Fig. 1: routed metal, one colour a layer
Drawn at 4 px/um.
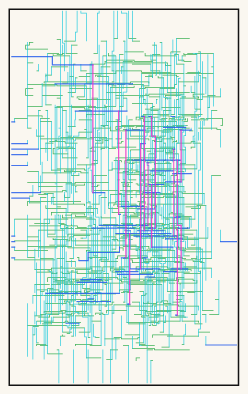
Fig. 2: pin placement
Drawn at 6 px/um. Pins as bars across the die edge, other pins in grey.
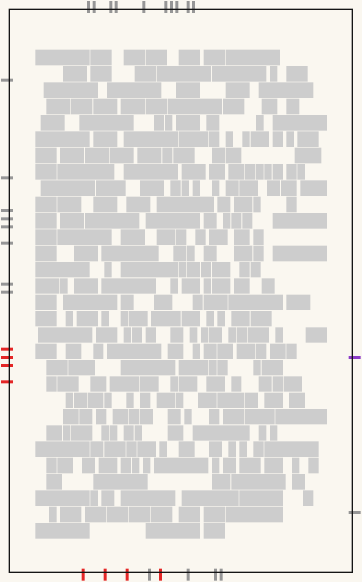
Fig. 3: cells coloured by class
Drawn at 4 px/um.
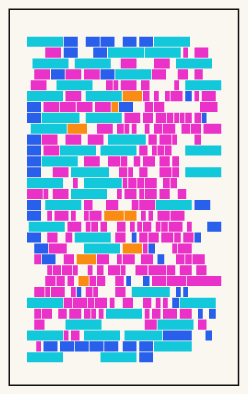
**src/rtl/i2c_target_pkg.sv**
```systemverilog
// Shared types for the I2C target: FSM state encoding and the R/W bit position
// within the address byte.
package i2c_target_pkg;

  typedef enum logic [3:0] {
    S_IDLE     = 4'd0,
    S_ADDR     = 4'd1,
    S_ADDR_ACK = 4'd2,
    S_PTR      = 4'd3,
    S_PTR_ACK  = 4'd4,
    S_WR       = 4'd5,
    S_WR_ACK   = 4'd6,
    S_RD       = 4'd7,
    S_RD_ACK   = 4'd8,
    S_IGNORE   = 4'd9
  } state_t;

  localparam int RW_BIT = 0;

endpackage

```
**src/rtl/i2c_target_cond.sv**
```systemverilog
// SCL/SDA conditioning: 2-FF synchronizers, optional stable-sample filter
// (I2C_TGT_FILTER_EN), and SCL edge / START / STOP event generation.
module i2c_target_cond #(
  parameter int FILT_LEN = 3
) (
  input  logic clk,
  input  logic rst_n,
  input  logic scl_i,
  input  logic sda_i,
  output logic sda,
  output logic scl_rise,
  output logic scl_fall,
  output logic start,
  output logic stop
);

  logic [1:0] scl_sync, sda_sync;
  logic       scl_f, sda_f, scl_q, sda_q;

  // Idle bus is high, so reset the pipeline high to avoid phantom events
  always_ff @(posedge clk or negedge rst_n) begin
    if (!rst_n) begin
      scl_sync <= 2'b11;
      sda_sync <= 2'b11;
    end else begin
      scl_sync <= {scl_sync[0], scl_i};
      sda_sync <= {sda_sync[0], sda_i};
    end
  end

`ifdef I2C_TGT_FILTER_EN
  localparam int CW = $clog2(FILT_LEN + 1);
  logic [1:0]    raw, filt;
  logic [CW-1:0] cnt [2];

  assign raw = {sda_sync[1], scl_sync[1]};

  always_ff @(posedge clk or negedge rst_n) begin
    if (!rst_n) begin
      filt   <= 2'b11;
      cnt[0] <= '0;
      cnt[1] <= '0;
    end else begin
      for (int i = 0; i < 2; i++) begin
        if (raw[i] == filt[i]) cnt[i] <= '0;
        else if (cnt[i] == CW'(FILT_LEN - 1)) begin
          filt[i] <= raw[i];
          cnt[i]  <= '0;
        end else cnt[i] <= cnt[i] + CW'(1);
      end
    end
  end

  assign scl_f = filt[0];
  assign sda_f = filt[1];
`else
  logic unused_filt;
  assign unused_filt = (FILT_LEN != 0);
  assign scl_f = scl_sync[1];
  assign sda_f = sda_sync[1];
`endif

  always_ff @(posedge clk or negedge rst_n) begin
    if (!rst_n) begin
      scl_q <= 1'b1;
      sda_q <= 1'b1;
    end else begin
      scl_q <= scl_f;
      sda_q <= sda_f;
    end
  end

  assign sda      = sda_f;
  assign scl_rise = scl_f & ~scl_q;
  assign scl_fall = ~scl_f & scl_q;
  assign start    = scl_f & scl_q & ~sda_f & sda_q;
  assign stop     = scl_f & scl_q & sda_f & ~sda_q;

endmodule

```
**src/rtl/i2c_target.sv**
```systemverilog
// I2C target exposing an 8-bit register window at a fixed 7-bit address.
// Define I2C_TGT_FILTER_EN to add the glitch filter in i2c_target_cond.
module i2c_target
  import i2c_target_pkg::*;
#(
  parameter logic [6:0] ADDR     = 7'h42,
  parameter int         AW       = 8,
  parameter int         FILT_LEN = 3
) (
  input  logic          clk,
  input  logic          rst_n,
  input  logic          scl_i,
  input  logic          sda_i,
  output logic          sda_oe,
  output logic [AW-1:0] reg_addr,
  output logic [7:0]    reg_wdata,
  output logic          reg_we,
  input  logic [7:0]    reg_rdata,
  output logic          reg_re,
  output logic          busy
);

  // state    | meaning
  // IDLE     | bus free or not yet addressed
  // ADDR     | shifting in address + R/W
  // ADDR_ACK | driving ACK for our address
  // PTR      | shifting in register pointer
  // PTR_ACK  | driving ACK for pointer
  // WR       | shifting in write data
  // WR_ACK   | driving ACK for write data
  // RD       | driving read data bits
  // RD_ACK   | sampling controller ACK/NACK
  // IGNORE   | not ours / read ended; wait for START or STOP

  logic sda, scl_rise, scl_fall, start, stop;

  i2c_target_cond #(.FILT_LEN(FILT_LEN)) u_cond (
    .clk      (clk),
    .rst_n    (rst_n),
    .scl_i    (scl_i),
    .sda_i    (sda_i),
    .sda      (sda),
    .scl_rise (scl_rise),
    .scl_fall (scl_fall),
    .start    (start),
    .stop     (stop)
  );

  state_t        state, state_nxt;
  logic [2:0]    bit_cnt, bit_cnt_nxt;
  logic [7:0]    shift, shift_nxt, byte_in;
  logic [AW-1:0] reg_addr_nxt;
  logic [7:0]    reg_wdata_nxt;
  logic          reg_we_nxt, reg_re_nxt, sda_oe_nxt, busy_nxt, mack, mack_nxt;

  assign byte_in = {shift[6:0], sda};

  always_ff @(posedge clk or negedge rst_n) begin
    if (!rst_n) begin
      state     <= S_IDLE;
      bit_cnt   <= '0;
      shift     <= '0;
      reg_addr  <= '0;
      reg_wdata <= '0;
      reg_we    <= 1'b0;
      reg_re    <= 1'b0;
      sda_oe    <= 1'b0;
      busy      <= 1'b0;
      mack      <= 1'b1;
    end else begin
      state     <= state_nxt;
      bit_cnt   <= bit_cnt_nxt;
      shift     <= shift_nxt;
      reg_addr  <= reg_addr_nxt;
      reg_wdata <= reg_wdata_nxt;
      reg_we    <= reg_we_nxt;
      reg_re    <= reg_re_nxt;
      sda_oe    <= sda_oe_nxt;
      busy      <= busy_nxt;
      mack      <= mack_nxt;
    end
  end

  always_comb begin
    state_nxt     = state;
    bit_cnt_nxt   = bit_cnt;
    shift_nxt     = shift;
    reg_addr_nxt  = reg_addr;
    reg_wdata_nxt = reg_wdata;
    reg_we_nxt    = 1'b0;
    reg_re_nxt    = 1'b0;
    sda_oe_nxt    = sda_oe;
    busy_nxt      = busy;
    mack_nxt      = mack;

    // Post-write pointer advance lands the cycle after the strobe
    if (reg_we) reg_addr_nxt = reg_addr + AW'(1);

    if (start) begin
      state_nxt   = S_ADDR;
      bit_cnt_nxt = '0;
      sda_oe_nxt  = 1'b0;
      busy_nxt    = 1'b0;
    end else if (stop) begin
      state_nxt   = S_IDLE;
      bit_cnt_nxt = '0;
      sda_oe_nxt  = 1'b0;
      busy_nxt    = 1'b0;
    end else begin
      case (state)
        S_ADDR, S_PTR, S_WR: begin
          if (scl_rise) begin
            shift_nxt   = byte_in;
            bit_cnt_nxt = bit_cnt + 3'd1;
            if (bit_cnt == 3'd7) begin
              if (state == S_ADDR) begin
                if (byte_in[7:1] == ADDR) begin
                  state_nxt = S_ADDR_ACK;
                  busy_nxt  = 1'b1;
                end else state_nxt = S_IGNORE;
              end else if (state == S_PTR) begin
                reg_addr_nxt = byte_in[AW-1:0];
                state_nxt    = S_PTR_ACK;
              end else begin
                reg_wdata_nxt = byte_in;
                reg_we_nxt    = 1'b1;
                state_nxt     = S_WR_ACK;
              end
            end
          end
        end
        // First fall drives ACK low, the next fall ends the ACK bit
        S_ADDR_ACK, S_PTR_ACK, S_WR_ACK: begin
          if (scl_fall) begin
            if (!sda_oe) sda_oe_nxt = 1'b1;
            else begin
              sda_oe_nxt  = 1'b0;
              bit_cnt_nxt = '0;
              if (state == S_ADDR_ACK && shift[RW_BIT]) begin
                shift_nxt    = reg_rdata;
                sda_oe_nxt   = ~reg_rdata[7];
                reg_re_nxt   = 1'b1;
                reg_addr_nxt = reg_addr + AW'(1);
                state_nxt    = S_RD;
              end else if (state == S_ADDR_ACK) state_nxt = S_PTR;
              else state_nxt = S_WR;
            end
          end
        end
        S_RD: begin
          if (scl_fall) begin
            if (bit_cnt == 3'd7) begin
              sda_oe_nxt  = 1'b0;
              bit_cnt_nxt = '0;
              state_nxt   = S_RD_ACK;
            end else begin
              shift_nxt   = {shift[6:0], shift[7]};
              sda_oe_nxt  = ~shift[6];
              bit_cnt_nxt = bit_cnt + 3'd1;
            end
          end
        end
        S_RD_ACK: begin
          if (scl_rise) mack_nxt = sda;
          if (scl_fall) begin
            if (!mack) begin
              shift_nxt    = reg_rdata;
              sda_oe_nxt   = ~reg_rdata[7];
              reg_re_nxt   = 1'b1;
              reg_addr_nxt = reg_addr + AW'(1);
              state_nxt    = S_RD;
            end else state_nxt = S_IGNORE;
          end
        end
        default: ;
      endcase
    end
  end

endmodule

```
**config.mk**
```make
export PLATFORM = sky130hd
export DESIGN_NAME = i2c_target
export DESIGN_NICKNAME = d
export VERILOG_FILES = /design/src/rtl/i2c_target_pkg.sv /design/src/rtl/i2c_target_cond.sv /design/src/rtl/i2c_target.sv
export SDC_FILE = /design/constraint.sdc
export NUM_CORES = 1
export LEC_CHECK = 0
export CAP_MARGIN = 10
export CORE_ASPECT_RATIO = 1.75
export CORE_MARGIN = 4
export CORE_UTILIZATION = 59
export CTS_BUF_LIST = sky130_fd_sc_hd__clkbuf_8
export DETAILED_ROUTE_END_ITERATION = 12
export GPL_TIMING_DRIVEN = 0
export PLACE_DENSITY_LB_ADDON = 0.15
export SKIP_CTS_REPAIR_TIMING = 1
export SYNTH_ARGS = -nofsm -noshare
export SYNTH_HDL_FRONTEND = slang
export SYNTH_SLANG_ARGS = --single-unit
```
**constraint.sdc**
```tcl
create_clock -name clk -period 4.2 [get_ports clk]
set_input_delay 0.42 -clock clk [delete_from_list [all_inputs] [get_ports clk]]
set_output_delay 0.42 -clock clk [all_outputs]
set_load 0.1 [all_outputs]
```
==> out/qor.csv <==
stage,metric,value,unit
outcome,result_of_the_run,"complete, no violations",
timing,fin_worst_hold_slack,0.00831,ns
final_layout,n_fill_cell,312,
placed_design,detailedPlacementHpwl,4840,um
synth,yosys-stat-cells,248,
timing,drv_slew,0,
cts,clockRootBuffer,clkbuf_8,
worst_hold_path,hold_class,input port to async pin,
final_layout,register_cell_area_after_layout,1060,um^2
pwr,switchingPower,0.726,mW
pwr,p_seq,0.604,mW
final_layout,layout_top_cells,"dfrtp_1, clkdlybuf4s50_1, nand2_1",
worst_setup_path,critical_path.n_buffers_inverters,2,
worst_setup_path,worst_ep_required_time,4.38,ns
synth,synth-xor-area-share,0.00354,
worst_setup_path,critical_path.slowest_cell,nor3b_1,
final_layout,antenna_cells,0,
placed_design,placed_cells_incl_taps,328,
route,number_of_drc_violations_after_detailed_routing,0,
timing,unrepaired_setup_endpoints_after_global_routing,no,
route,routed_wirelength,6500,um
pwr,totalPowerFinal,1.67,mW
final_layout,area_share_nonclk_buffers,0.135,
grt,grtUsageMet3,0.0401,
grt,global_route_usage_over_all_layers,0.261,
pwr,p_comb_frac,0.478,
synth,synth.mux.area_fraction,0.121,
cts,cts.sinks,42,
route,top_layer,met4,
synth,synth_flop_count,42,
timing,layout_min_cycle_time,2.47,ns
worst_setup_path,reg2reg_slack,1.73,ns
floorplanning,design.portCount,32,
route,wirelength_met1,2360,um
timing,worst_pin_slew,0.976,ns
synth,ys_warn_count,0,
final_layout,clock_network_share_of_area,0.0306,
grt,antenna_found_initial,0,
route,ant_nets,0,
worst_setup_path,worstSetupPathDepth,8,
synth,async_flop_share,1.00,
grt,grt-ovfl-total,0,
placed_design,routabilityCongestion,0.962,
synth,syn-mean-instance-area,9.96,um^2
timing,report.final.hold_viol_count,0,
placed_design,worst_slack_at_placement,1.78,ns
grt,groute.layer.met1.usage,0.307,
floorplanning,design.core.area,3980,um^2
pwr,power_report.internal_total,0.942,mW
About Fig. 1:
legend:
  met3:
    colour: blue
    wire_length: 323 um
  met2:
    colour: cyan
    wire_length: 3510 um
  met4:
    colour: magenta
    wire_length: 312 um
  met1:
    colour: green
    wire_length: 2360 um

About Fig. 2:
legend:
  sda_oe:
    colour: purple
    pins: 1
    direction: output
    edge: right
  reg_addr:
    colour: red
    pins: 8
    direction: output
    edge: 4 left, 4 bottom
Port Buf Inserts: 31
Die W: 56.9 um
floorplan die height: 93.6 um

About Fig. 3:
legend:
  all other logic:
    colour: magenta
    cells: 191
    share_of_their_area: 46%
  flip-flops:
    colour: cyan
    cells: 42
    share_of_their_area: 37%
  other buffers and delay cells:
    colour: blue
    cells: 47
    share_of_their_area: 14%
  clock drivers and dummy loads:
    colour: orange
    cells: 8
    share_of_their_area: 3.1%
final non-filler cell area: 2950 um^2
site row count: 30

Power figures rest on the tool's default switching activity, not on a simulated workload.
